### src/rtl/mdu_iter_pkg.sv
// Shared M-extension definitions for the iterative multiply/divide unit:
// funct3 op codes, FSM state encodings and small op-decode helpers.
package mdu_iter_pkg;

    localparam int CNT_W = 6;

    localparam logic [2:0] MDU_MUL    = 3'b000;
    localparam logic [2:0] MDU_MULH   = 3'b001;
    localparam logic [2:0] MDU_MULHSU = 3'b010;
    localparam logic [2:0] MDU_MULHU  = 3'b011;
    localparam logic [2:0] MDU_DIV    = 3'b100;
    localparam logic [2:0] MDU_DIVU   = 3'b101;
    localparam logic [2:0] MDU_REM    = 3'b110;
    localparam logic [2:0] MDU_REMU   = 3'b111;

    typedef enum logic [1:0] {
        IDLE = 2'd0,
        RUN  = 2'd1,
        FIN  = 2'd2
    } mdu_state_e;

    function automatic logic op_is_div(input logic [2:0] op);
        return op[2];
    endfunction

    function automatic logic op_is_rem(input logic [2:0] op);
        return op[2] & op[1];
    endfunction

    // MULH, MULHSU and MULHU return the upper product word
    function automatic logic op_is_hi(input logic [2:0] op);
        return !op[2] && (op != MDU_MUL);
    endfunction

endpackage

### src/rtl/mdu_iter_if.sv
// Request/response bundle between EX-stage control and the multiply/divide unit.
interface mdu_iter_if #(parameter int DATAW = 32);
    logic             start;
    logic [2:0]       op;
    logic [DATAW-1:0] a;
    logic [DATAW-1:0] b;
    logic             ready;
    logic             busy;
    logic             done;
    logic [DATAW-1:0] out;

    modport master (output start, op, a, b, input ready, busy, done, out);
    modport slave  (input start, op, a, b, output ready, busy, done, out);
endinterface

### src/rtl/mdu_signfix.sv
// Conditional two's-complement negate, used for operand magnitudes and
// for sign correction of the final result.
module mdu_signfix #(
    parameter int W = 32
) (
    input  logic [W-1:0] val,
    input  logic         neg,
    output logic [W-1:0] res
);

    assign res = neg ? (~val + {{(W-1){1'b0}}, 1'b1}) : val;

endmodule

### src/rtl/mdu_iter.sv
// Multi-cycle RV32M multiply/divide unit, one bit per cycle (shift-add / restoring).
// Define MDU_FAST_MUL_EN for a single-cycle multiply path; divide is unaffected.
module mdu_iter
    import mdu_iter_pkg::*;
#(
    parameter int DATAW = 32
) (
    input  logic       clk,
    input  logic       rst,
    mdu_iter_if.slave  bus
);

    mdu_state_e         state;
    logic [2:0]         op_q;
    logic [CNT_W-1:0]   cnt;
    logic [2*DATAW-1:0] acc;
    logic [DATAW-1:0]   bmag;
    logic               neg_q;
    logic               neg_r;
    logic               spec_q;
    logic [DATAW-1:0]   spec_res;
    logic               ready_q;
    logic               busy_q;
    logic               done_q;
    logic [DATAW-1:0]   out_q;

    logic               a_sgn;
    logic               b_sgn;
    logic [DATAW-1:0]   a_mag;
    logic [DATAW-1:0]   b_mag;
    logic               div_zero;
    logic               div_ovf;
    logic               special;
    logic [DATAW-1:0]   spec_val;

    always_comb begin
        a_sgn = 1'b0;
        b_sgn = 1'b0;
        case (bus.op)
            MDU_MULH, MDU_DIV, MDU_REM: begin
                a_sgn = bus.a[DATAW-1];
                b_sgn = bus.b[DATAW-1];
            end
            MDU_MULHSU: a_sgn = bus.a[DATAW-1];
            default: ;
        endcase
    end

    mdu_signfix #(.W(DATAW)) u_fix_a (.val(bus.a), .neg(a_sgn), .res(a_mag));
    mdu_signfix #(.W(DATAW)) u_fix_b (.val(bus.b), .neg(b_sgn), .res(b_mag));

    // Divide-by-zero and the signed -2^(W-1)/-1 overflow bypass the iteration
    assign div_zero = (bus.b == '0);
    assign div_ovf  = ((bus.op == MDU_DIV) || (bus.op == MDU_REM)) &&
                      (bus.a == {1'b1, {(DATAW-1){1'b0}}}) && (bus.b == '1);
    assign special  = op_is_div(bus.op) && (div_zero || div_ovf);

    always_comb begin
        if (div_zero)
            spec_val = op_is_rem(bus.op) ? bus.a : '1;
        else
            spec_val = op_is_rem(bus.op) ? '0 : bus.a;
    end

    // Shift-add step: multiplier in the low word, partial product in the high word
    logic [DATAW:0]     mul_sum;
    logic [2*DATAW-1:0] mul_next;

    assign mul_sum  = acc[0] ? ({1'b0, acc[2*DATAW-1:DATAW]} + {1'b0, bmag})
                             : {1'b0, acc[2*DATAW-1:DATAW]};
    assign mul_next = {mul_sum, acc[DATAW-1:1]};

    // Restoring step: remainder in the high word, dividend/quotient in the low word
    logic [DATAW:0]     div_sh;
    logic               div_ge;
    logic [DATAW-1:0]   div_diff;
    logic [2*DATAW-1:0] div_next;

    assign div_sh   = {acc[2*DATAW-1:DATAW], acc[DATAW-1]};
    assign div_ge   = (div_sh >= {1'b0, bmag});
    assign div_diff = div_sh[DATAW-1:0] - bmag;
    assign div_next = {(div_ge ? div_diff : div_sh[DATAW-1:0]), acc[DATAW-2:0], div_ge};

    logic [2*DATAW-1:0] fix_in;
    logic               fix_neg;
    logic [2*DATAW-1:0] fix_out;
    logic [DATAW-1:0]   res_w;

    always_comb begin
        if (op_is_div(op_q))
            fix_in = {{DATAW{1'b0}},
                      (op_is_rem(op_q) ? acc[2*DATAW-1:DATAW] : acc[DATAW-1:0])};
        else
            fix_in = acc;
    end

    assign fix_neg = op_is_rem(op_q) ? neg_r : neg_q;

    mdu_signfix #(.W(2*DATAW)) u_fix_res (.val(fix_in), .neg(fix_neg), .res(fix_out));

    assign res_w = op_is_hi(op_q) ? fix_out[2*DATAW-1:DATAW] : fix_out[DATAW-1:0];

`ifdef MDU_FAST_MUL_EN
    logic signed [DATAW:0]     fa;
    logic signed [DATAW:0]     fb;
    logic signed [2*DATAW-1:0] fprod;

    assign fa    = {a_sgn, bus.a};
    assign fb    = {b_sgn, bus.b};
    assign fprod = (2*DATAW)'(fa) * (2*DATAW)'(fb);
`endif

    always_ff @(posedge clk) begin
        if (rst) begin
            state    <= IDLE;
            op_q     <= '0;
            cnt      <= '0;
            acc      <= '0;
            bmag     <= '0;
            neg_q    <= 1'b0;
            neg_r    <= 1'b0;
            spec_q   <= 1'b0;
            spec_res <= '0;
            ready_q  <= 1'b1;
            busy_q   <= 1'b0;
            done_q   <= 1'b0;
            out_q    <= '0;
        end else begin
            done_q <= 1'b0;
            case (state)
                IDLE: begin
                    if (bus.start) begin
                        op_q     <= bus.op;
                        neg_q    <= a_sgn ^ b_sgn;
                        neg_r    <= a_sgn;
                        bmag     <= b_mag;
                        acc      <= {{DATAW{1'b0}}, a_mag};
                        cnt      <= CNT_W'(DATAW);
                        spec_q   <= special;
                        spec_res <= spec_val;
                        ready_q  <= 1'b0;
                        busy_q   <= 1'b1;
                        if (special) begin
                            state <= FIN;
`ifdef MDU_FAST_MUL_EN
                        end else if (!op_is_div(bus.op)) begin
                            acc   <= fprod;
                            neg_q <= 1'b0;
                            state <= FIN;
`endif
                        end else begin
                            state <= RUN;
                        end
                    end
                end
                RUN: begin
                    acc <= op_is_div(op_q) ? div_next : mul_next;
                    cnt <= cnt - CNT_W'(1);
                    if (cnt == CNT_W'(1))
                        state <= FIN;
                end
                FIN: begin
                    out_q   <= spec_q ? spec_res : res_w;
                    done_q  <= 1'b1;
                    ready_q <= 1'b1;
                    busy_q  <= 1'b0;
                    state   <= IDLE;
                end
                default: begin
                    ready_q <= 1'b1;
                    busy_q  <= 1'b0;
                    state   <= IDLE;
                end
            endcase
        end
    end

    assign bus.ready = ready_q;
    assign bus.busy  = busy_q;
    assign bus.done  = done_q;
    assign bus.out   = out_q;

endmodule

### src/flat_wrapper.sv
// flat-port wrapper written by rule: the top's interface ports become plain ports
module mdu_iter_flat import mdu_iter_pkg::*;
#(
    parameter int DATAW = 32
)
  (clk, rst, bus_start, bus_op, bus_a, bus_b, bus_ready, bus_busy, bus_done, bus_out);
  mdu_iter_if #(.DATAW(DATAW)) bus_i ();
  input  logic clk;
  input  logic rst;
  input wire logic [$bits(bus_i.start)-1:0] bus_start;
  input wire logic [$bits(bus_i.op)-1:0] bus_op;
  input wire logic [$bits(bus_i.a)-1:0] bus_a;
  input wire logic [$bits(bus_i.b)-1:0] bus_b;
  output wire logic [$bits(bus_i.ready)-1:0] bus_ready;
  output wire logic [$bits(bus_i.busy)-1:0] bus_busy;
  output wire logic [$bits(bus_i.done)-1:0] bus_done;
  output wire logic [$bits(bus_i.out)-1:0] bus_out;
  assign bus_i.start = bus_start;
  assign bus_i.op = bus_op;
  assign bus_i.a = bus_a;
  assign bus_i.b = bus_b;
  assign bus_ready = bus_i.ready;
  assign bus_busy = bus_i.busy;
  assign bus_done = bus_i.done;
  assign bus_out = bus_i.out;
  mdu_iter #(.DATAW(DATAW)) u_core (.clk(clk), .rst(rst), .bus(bus_i));
endmodule
### config.mk
export PLATFORM = sky130hd
export DESIGN_NAME = mdu_iter_flat
export DESIGN_NICKNAME = d
export VERILOG_FILES = /design/src/rtl/mdu_iter_pkg.sv /design/src/rtl/mdu_iter_if.sv /design/src/rtl/mdu_signfix.sv /design/src/rtl/mdu_iter.sv /design/src/flat_wrapper.sv
export SDC_FILE = /design/constraint.sdc
export NUM_CORES = 1
export LEC_CHECK = 0
export CORE_AREA = 2 2 194 196
export CTS_BUF_LIST = sky130_fd_sc_hd__clkbuf_8
export CTS_CLUSTER_DIAMETER = 200
export CTS_CLUSTER_SIZE = 40
export DETAILED_ROUTE_END_ITERATION = 10
export DIE_AREA = 0 0 196 198
export GPL_ROUTABILITY_DRIVEN = 0
export GPL_TIMING_DRIVEN = 0
export PLACE_DENSITY = 0.68
export SLEW_MARGIN = 10
export SYNTH_ARGS = -nofsm -noshare
export SYNTH_HDL_FRONTEND = slang
export SYNTH_SLANG_ARGS = --single-unit
export TNS_END_PERCENT = 50
### constraint.sdc
create_clock -name clk -period 4.4 [get_ports clk]
set_clock_uncertainty 0.05 [all_clocks]
set_input_delay 1.1 -clock clk [delete_from_list [all_inputs] [get_ports clk]]
set_output_delay 1.1 -clock clk [all_outputs]
set_load 0.01 [all_outputs]
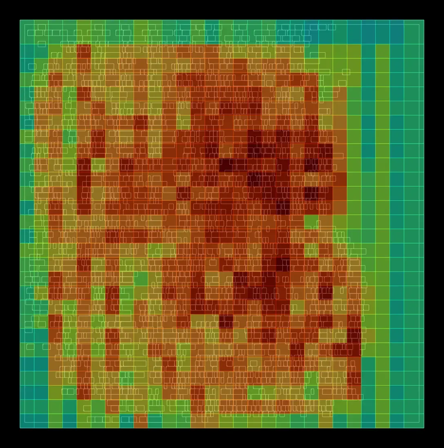
Fig. 1. Routing congestion map (run 1).
post-DR wirelength/cell: 24.3 um
GR Layer Usage met1: 0.460
met2 Resource Use GR: 0.528

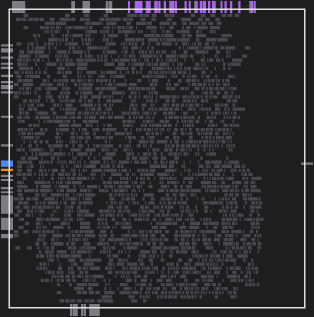
Fig. 2. Pin placement (run 1).
Scale: 1.5 px per um. Pins as bars across the die edge, other pins in gray.
- bus_start: orange (pins 1; direction input; edge left)
- bus_op: blue (pins 3; direction input; edge left)
- bus_out: purple (pins 32; direction output; edge top)
- all pins by edge: 53 top, 38 left, 13 bottom, 1 right

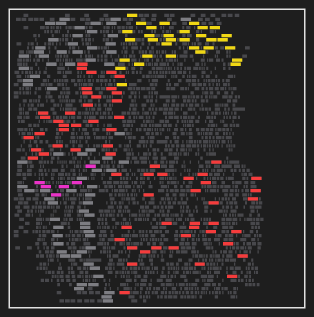
Fig. 3. Where the registers sit (run 1).
Scale: 1.5 px per um. Other sequential cells in the stronger gray, the rest of the logic in the fainter gray.
- u_core.acc: red (flops 64)
- u_core.cnt: magenta (flops 6; where middle left)
- u_core.bus.out: yellow (flops 32; where top center)
- not colored: 75

==> out/qor.tcl, run 1 <==
set qor(tap-cell-count) 474
set qor(setup_slack_ns) 0.0667
set qor(routed_length_on_met2_um) 28700
set qor(timing.critical_path.required_ns) 4.75
set qor(crit_path_top_delay_cell) {sky130_fd_sc_hd__dfxtp_1}
set qor(clock_buffers) 20
set qor(cp-startpoint) {u_core.acc[36]$_SDFFE_PP0P_}
set qor(setup-violations-final) 0
set qor(status) {completed}
set qor(fin_area_mm2) 0.0183
set qor(final_core_util) 0.495
set qor(comb_cells) 1816
set qor(drv.max_cap_violation_count) 0
set qor(critical_path.reg2reg.startpoint) {u_core.acc[36]$_SDFFE_PP0P_}
set qor(pin_count_of_the_biggest_net_entering_global_routing) 20
set qor(floorplan.core_area_mm2) 0.0370
set qor(stdcell_count) 2856
set qor(critical_path.endpoint_type) {flip-flop}
set qor(cp_top_family) {AND-OR/OR-AND gates}
set qor(placed_cells_incl_taps) 2826
set qor(final_hold_viol_count) 0
set qor(grt_antenna_before_repair) 1
set qor(grt_pass1_vias) 17500
set qor(register_with_the_most_flip_flops) {u_core.acc}
set qor(synthesis.nets) 2392
set qor(timing.final.crit_period_ns) 4.33
set qor(area_dominant_class) {combinational gates}
set qor(synth_top_flop_cell) {sky130_fd_sc_hd__dfxtp_1}
set qor(logic_area_mm2) 0.0117
set qor(place_hpwl_um) 53400
set qor(via_count) 19100
set qor(grt-ovfl-total) 0
set qor(clkCellAreaFrac) 0.0217
set qor(timing.setup.tns_ns) 0
set qor(yosys_cell_count) 2250
set qor(syn_avg_cell_area_um2) 7.23
set qor(width_of_the_die_um) 196
set qor(number_of_instances_in_the_synthesized_netlist) 2250
set qor(routed-wl-met3_um) 9790
set qor(holdPathStages) 2
set qor(final.hold.worst_slack_ns) 0.416
set qor(synthDistinctLibCells) 94
set qor(critPathMaxStageDelay_ns) 0.69
set qor(power-per-cell-area_mw_per_mm2) 315
set qor(buffer_area_frac) 0.0964
set qor(top_layer) {met5}
set qor(finalCritPeriodShare) 0.985
set qor(warning_count) 29
set qor(cell_leakage_power_nw) 6.73
set qor(yosys.stat.seqShare) 0.218
set qor(synthToLayoutAreaGrowth_pct) 12.5
set qor(ff2ff_path_depth) 12
set qor(hold_class) {flip-flop to flip-flop}
set qor(yosys.area_share.adder) 0.0563
set qor(port_buffers) 102
set qor(antenna_cells) 0
set qor(topCellsByArea) {sky130_fd_sc_hd__dfxtp_1 (22%), sky130_fd_sc_hd__a21oi_1 (7.4%), sky130_fd_sc_hd__nor2_1 (5.6%)}
set qor(drc) 0
set qor(synth-edff-count) 0
set qor(crit_end) {u_core.acc[51]$_SDFFE_PP0P_}
set qor(cp.arrival_ns) 4.68
set qor(clock_path_buffers) 2
set qor(holdPathEnd) {u_core.bus.busy$_SDFFE_PP0P_}
set qor(area.share.sequential) 0.194
set qor(post_synth_and_or_nand_nor_area_fraction) 0.218
set qor(grt_first_pass_wirelength_um) 104000
set qor(fraction_of_final_layout_cells_sized_beyond_drive_strength_1) 0.0390
set qor(crit_fanout) 10
set qor(cts-buffers-inserted) 17
set qor(count_of_inverters_not_on_the_clock_network_in_the_layout) 75
set qor(route.detailed.vias_per_inst) 6.67
set qor(cts_num_sinks) 177
set qor(path_depth) 12
set qor(synth-xor-area-share) 0.0845
set qor(htree_levels) 4
set qor(post_synth_ao_oa_area_fraction) 0.310
set qor(cts_hold_buffers) 0
set qor(synthesis.area_mm2) 0.0163
set qor(synth-area-yosys_mm2) 0.0163
set qor(cts.repair_timing.setup_buffer_count) 0
set qor(synthesis.yosys.warnings) 0
set qor(hold_path_startpoint) {u_core.bus.busy$_SDFFE_PP0P_}
set qor(dominant_non_sequential_cell_family_after_synthesis) {AND-OR/OR-AND gates}
set qor(placement.cell_area_mm2) 0.0179
set qor(seq_cell_count) 177
set qor(drc_marker_count_from_the_first_detailed_route_iteration) 2934
set qor(rows) 71
set qor(globalRouteTotalUtil) 0.349
set qor(clock.latency.late_pin_ns) 0.51
## run 1: cell usage after synthesis, types with 6 or more instances
cell type,number
sky130_fd_sc_hd__nor2_1,243
sky130_fd_sc_hd__a21oi_1,239
sky130_fd_sc_hd__nand2_1,194
sky130_fd_sc_hd__dfxtp_1,177
sky130_fd_sc_hd__clkbuf_1,145
sky130_fd_sc_hd__o21ai_0,134
sky130_fd_sc_hd__a211oi_1,102
sky130_fd_sc_hd__xnor2_1,89
sky130_fd_sc_hd__inv_1,74
sky130_fd_sc_hd__mux2i_1,72
sky130_fd_sc_hd__ha_1,70
sky130_fd_sc_hd__xor2_1,68
sky130_fd_sc_hd__nor3_1,58
sky130_fd_sc_hd__o211ai_1,46
sky130_fd_sc_hd__a31oi_1,36
sky130_fd_sc_hd__nand3_1,35
sky130_fd_sc_hd__a21o_1,32
sky130_fd_sc_hd__o31ai_1,32
sky130_fd_sc_hd__and3_1,27
sky130_fd_sc_hd__nor2b_1,26
sky130_fd_sc_hd__nor4_1,23
sky130_fd_sc_hd__nand4_1,22
sky130_fd_sc_hd__nand2b_1,21
sky130_fd_sc_hd__buf_1,18
sky130_fd_sc_hd__o221ai_1,13
sky130_fd_sc_hd__or3_1,13
sky130_fd_sc_hd__a22o_1,12
sky130_fd_sc_hd__buf_2,12
sky130_fd_sc_hd__a211o_1,10
sky130_fd_sc_hd__a221oi_1,10
sky130_fd_sc_hd__a32o_1,10
sky130_fd_sc_hd__nand3b_1,10
sky130_fd_sc_hd__and2_1,9
sky130_fd_sc_hd__or4_1,9
sky130_fd_sc_hd__o21a_1,8
sky130_fd_sc_hd__o21bai_1,8
sky130_fd_sc_hd__o41ai_1,8
sky130_fd_sc_hd__a311oi_1,7
sky130_fd_sc_hd__mux2_2,7
sky130_fd_sc_hd__or2_2,7
sky130_fd_sc_hd__a21boi_0,6
sky130_fd_sc_hd__a22oi_1,6
sky130_fd_sc_hd__o22ai_1,6
sky130_fd_sc_hd__o2bb2ai_1,6
## run 1: worst reg2reg max path, stage by stage, from the launching register on
cell	delay (ns)
sky130_fd_sc_hd__dfxtp_1	0.69
sky130_fd_sc_hd__ha_1	0.34
sky130_fd_sc_hd__clkbuf_1	0.19
sky130_fd_sc_hd__a21oi_1	0.21
sky130_fd_sc_hd__o22ai_1	0.14
sky130_fd_sc_hd__nor4_1	0.21
sky130_fd_sc_hd__a21oi_1	0.21
sky130_fd_sc_hd__a21oi_1	0.48
sky130_fd_sc_hd__o41a_1	0.22
sky130_fd_sc_hd__clkbuf_1	0.51
sky130_fd_sc_hd__clkbuf_1	0.48
sky130_fd_sc_hd__o211ai_1	0.20
sky130_fd_sc_hd__a32o_1	0.31
## run 1: power breakdown
group,internal (mW),total (mW),switching (mW)
registers,1.74,1.99,0.248
clock network,0.507,1.20,0.696
logic,0.922,2.58,1.65
## run 1: metal layers
metal,GRT usage,vias to the layer above
met2,0.528,1388
met4,0.165,2
li1,-,8494
met3,0.0964,294
met5,0,-
met1,0.460,8879
==> inputs of run 2 (changes only) <==
--- a/config.mk
+++ b/config.mk
@@ -5,6 +5,7 @@
 export SDC_FILE = /design/constraint.sdc
 export NUM_CORES = 1
 export LEC_CHECK = 0
+export CAP_MARGIN = 30
 export CORE_AREA = 2 2 194 196
 export CTS_BUF_LIST = sky130_fd_sc_hd__clkbuf_8
 export CTS_CLUSTER_DIAMETER = 200
==> run 2 against run 1 <==
Effect of this change: power stayed put; critical path depth stayed put; largest cell class unchanged; non-clock buffer count stayed put; area after synthesis stayed put; count of clock-buffer cells in the layout stayed put; synthesized cell count stayed put.
==> out/qor.tcl, run 2 <==
set qor(dp_worst_setup_slack_ns) -0.711 ;# unchanged
set qor(clock_power_share) 0.208 ;# about the same
set qor(synth.cells.most_frequent) {sky130_fd_sc_hd__nor2_1 (243), sky130_fd_sc_hd__a21oi_1 (239), sky130_fd_sc_hd__nand2_1 (194), sky130_fd_sc_hd__dfxtp_1 (177), sky130_fd_sc_hd__clkbuf_1 (145)} ;# unchanged
set qor(synthDistinctLibCells) 94 ;# unchanged
set qor(synth-area-yosys_mm2) 0.0163 ;# unchanged
set qor(register_with_the_most_flip_flops) {u_core.acc} ;# unchanged
set qor(pin_count_of_the_biggest_net_entering_global_routing) 20 ;# unchanged
set qor(unrepaired_setup_endpoints_after_global_routing) {true} ;# unchanged
set qor(number_of_instances_in_the_synthesized_netlist) 2250 ;# unchanged
set qor(cts_num_sinks) 177 ;# unchanged
set qor(rows) 71 ;# unchanged
set qor(internal-power_mw) 3.17 ;# unchanged
set qor(cell_leakage_power_nw) 6.73 ;# unchanged
set qor(setup-violations-final) 0 ;# unchanged
set qor(switchingPower_mw) 2.60 ;# unchanged
set qor(largest_register_ffs) 64 ;# unchanged
set qor(timing.final.crit_period_ns) 4.33 ;# unchanged
set qor(via_count) 19100 ;# unchanged
set qor(yosys_cell_count) 2250 ;# unchanged
set qor(syn_avg_cell_area_um2) 7.23 ;# unchanged
set qor(antenna_cells) 0 ;# unchanged
set qor(cts_hold_buffers) 0 ;# unchanged
set qor(synth_top_flop_cell) {sky130_fd_sc_hd__dfxtp_1} ;# unchanged
set qor(synth.most_common_cell) {sky130_fd_sc_hd__nor2_1} ;# unchanged
set qor(synthesis.yosys.warnings) 0 ;# unchanged
set qor(final_core_util) 0.495 ;# unchanged
set qor(clkTransAtPathRegs_ns) 0.11 ;# about the same
set qor(timing.final.max_slew_violations) 0 ;# unchanged
set qor(grt_antenna_before_repair) 1 ;# unchanged
set qor(drt_first_pass_iters) 8 ;# unchanged
set qor(timing.setup.tns_ns) 0 ;# unchanged
set qor(cp.arrival_ns) 4.68 ;# about the same
set qor(crit_fanout) 10 ;# unchanged
set qor(synthToLayoutAreaGrowth_pct) 12.5 ;# unchanged
set qor(power_frac_comb) 0.446 ;# about the same
set qor(finalCritPeriodShare) 0.985 ;# unchanged
set qor(grt_pass1_vias) 17500 ;# unchanged
set qor(power-per-cell-area_mw_per_mm2) 315 ;# unchanged
set qor(cts-buffers-inserted) 17 ;# unchanged
set qor(htree_levels) 4 ;# unchanged
set qor(grt-ovfl-total) 0 ;# unchanged
set qor(clock.latency.late_pin_ns) 0.51 ;# about the same
set qor(cp-startpoint) {u_core.acc[36]$_SDFFE_PP0P_} ;# unchanged
set qor(clock_path_buffers) 2 ;# unchanged
set qor(cts.repair_timing.setup_buffer_count) 0 ;# unchanged
set qor(route.detailed.vias_per_inst) 6.67 ;# unchanged
set qor(floorplan.core_area_mm2) 0.0370 ;# unchanged
set qor(sw_frac_of_total) 0.450 ;# unchanged
set qor(critical_path.reg2reg.startpoint) {u_core.acc[36]$_SDFFE_PP0P_} ;# unchanged
set qor(grt_first_pass_wirelength_um) 104000 ;# unchanged
set qor(hold_path_startpoint) {u_core.bus.busy$_SDFFE_PP0P_} ;# unchanged
set qor(nets_finish) 2511 ;# unchanged
set qor(globalRouteTotalUtil) 0.349 ;# unchanged
set qor(yosys.stat.seqShare) 0.218 ;# unchanged
set qor(drc_marker_count_from_the_first_detailed_route_iteration) 2934 ;# unchanged
set qor(synthesis.nets) 2392 ;# unchanged
set qor(pwr-share-seq) 0.345 ;# about the same
set qor(drv.max_cap_violation_count) 0 ;# unchanged
set qor(final.hold.worst_slack_ns) 0.416 ;# unchanged
set qor(setup_slack_ns) 0.0667 ;# unchanged
set qor(drc) 0 ;# unchanged
set qor(synthesis.area_mm2) 0.0163 ;# unchanged
set qor(topCellsByArea) {sky130_fd_sc_hd__dfxtp_1 (22%), sky130_fd_sc_hd__a21oi_1 (7.4%), sky130_fd_sc_hd__nor2_1 (5.6%)} ;# unchanged
set qor(hold_class) {flip-flop to flip-flop} ;# unchanged
set qor(warning_count) 29 ;# unchanged
set qor(place_hpwl_um) 53400 ;# unchanged
set qor(fraction_of_final_layout_cells_sized_beyond_drive_strength_1) 0.0390 ;# unchanged
set qor(timing.critical_path.required_ns) 4.75 ;# about the same
set qor(crit_path_top_delay_cell) {sky130_fd_sc_hd__dfxtp_1} ;# unchanged
set qor(path_class) {flip-flop to flip-flop} ;# unchanged
set qor(antenna_left) 0 ;# unchanged
set qor(critPathMaxStageDelay_ns) 0.69 ;# about the same
set qor(critical_path.endpoint_type) {flip-flop} ;# unchanged
set qor(status) {completed} ;# unchanged
set qor(cp_top_family) {AND-OR/OR-AND gates} ;# unchanged
set qor(synth-edff-count) 0 ;# unchanged
set qor(final_hold_viol_count) 0 ;# unchanged
set qor(width_of_the_die_um) 196 ;# unchanged
set qor(routedWlPerCell_um) 24.3 ;# unchanged
run 2: cell counts after synthesis:
No cell type changed its count.
run 2: cell families after synthesis:
kind of cell / count (synthesis) / synth area share
compound gates: 775 / 0.310
xor+xnor: 157 / 0.0845
fa+ha+maj: 72 / 0.0563
buf+inv: 257 / 0.0630
flops: 177 / 0.218
mux: 80 / 0.0501
simple gates: 732 / 0.218
run 2: worst register-to-register path, cell delays in order, from the launching register on:
cell and delay [ns]:
sky130_fd_sc_hd__dfxtp_1 0.69, sky130_fd_sc_hd__ha_1 0.34, sky130_fd_sc_hd__clkbuf_1 0.19, sky130_fd_sc_hd__a21oi_1 0.21, sky130_fd_sc_hd__o22ai_1 0.14, sky130_fd_sc_hd__nor4_1 0.21
sky130_fd_sc_hd__a21oi_1 0.21, sky130_fd_sc_hd__a21oi_1 0.48, sky130_fd_sc_hd__o41a_1 0.22, sky130_fd_sc_hd__clkbuf_1 0.51, sky130_fd_sc_hd__clkbuf_1 0.48, sky130_fd_sc_hd__o211ai_1 0.20
sky130_fd_sc_hd__a32o_1 0.31
run 2: path summary, 6_finish.rpt:
kind | to | cells after the start
min reg2reg | u_core.bus.busy$_SDFFE_PP0P_ | 2
max | u_core.acc[51]$_SDFFE_PP0P_ | 12
min | u_core.bus.busy$_SDFFE_PP0P_ | 2
max reg2reg | u_core.acc[51]$_SDFFE_PP0P_ | 12
run 2: layout make-up:
cell class / instances / area (um2)
inverters: 75 / 282
clock inverters: 12 / 123
plain buffers: 180 / 743
multi-input cells: 1816 / 11700
repair buffers: 102 / 1020
well taps: 474 / 593
clock buffers: 20 / 275
fillers: 3732 / 18700
flip-flops and latches: 177 / 3540
run 2: power by group through the flow:
stage                     Combinational, mW  Sequential (mW)  Clock (mW)
after floorplan                        1.74             1.88           0
after global placement                 2.41             1.99           0
after detailed placement               2.45             2.00           0
after CTS                              2.46             1.96        1.20
after global routing                   2.76             1.99        1.25
final                                  2.58             1.99        1.20
run 2: per-layer routing:
metal / GRT usage / wire length (um)
met2: 0.528 / 28700
met3: 0.0964 / 9790
met5: 0 / 9
met4: 0.165 / 3720
met1: 0.460 / 27100
run 2: per-stage QoR:
step           area, um2  instances
2_1_floorplan      16300       2250
3_3_place_gp       17900       2826
3_5_place_dp       17900       2826
4_1_cts            18300       2857
5_1_grt            18300       2856
6_report           18300       2856
run 2: repair_timing:
action / 4_1_cts / 5_1_grt
gates cloned: 0 / 0
gates resized: 4 / 5
hold endpoints to repair: 0 / 0
endpoints found under the setup margin: 15 / 16
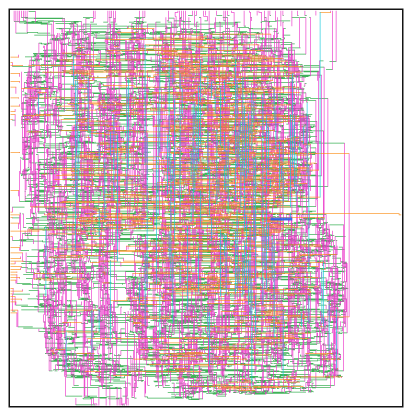
Fig. 4. Metal layers overlaid (run 2).
Scale: 2 px per um.
- met2: magenta (wire length 28.7 mm)
- met1: green (wire length 27.1 mm)
- met3: orange (wire length 9790 um)
- met5: blue (wire length 9.20 um)
- met4: cyan (wire length 3720 um)

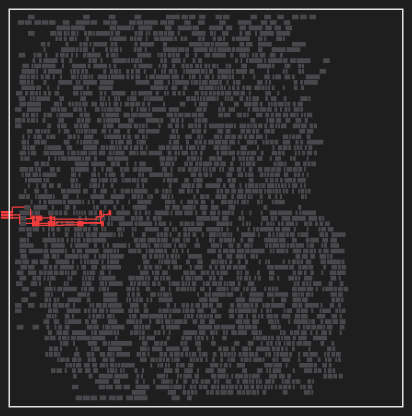
Fig. 5. Port wiring (run 2).
Scale: 2 px per um.
- bus_op: red (direction input; end cells 9; buffers 3; wire 169 um)
num ports: 105
tally of buffers added on design ports: 102

Power and IR drop assume default switching activity.
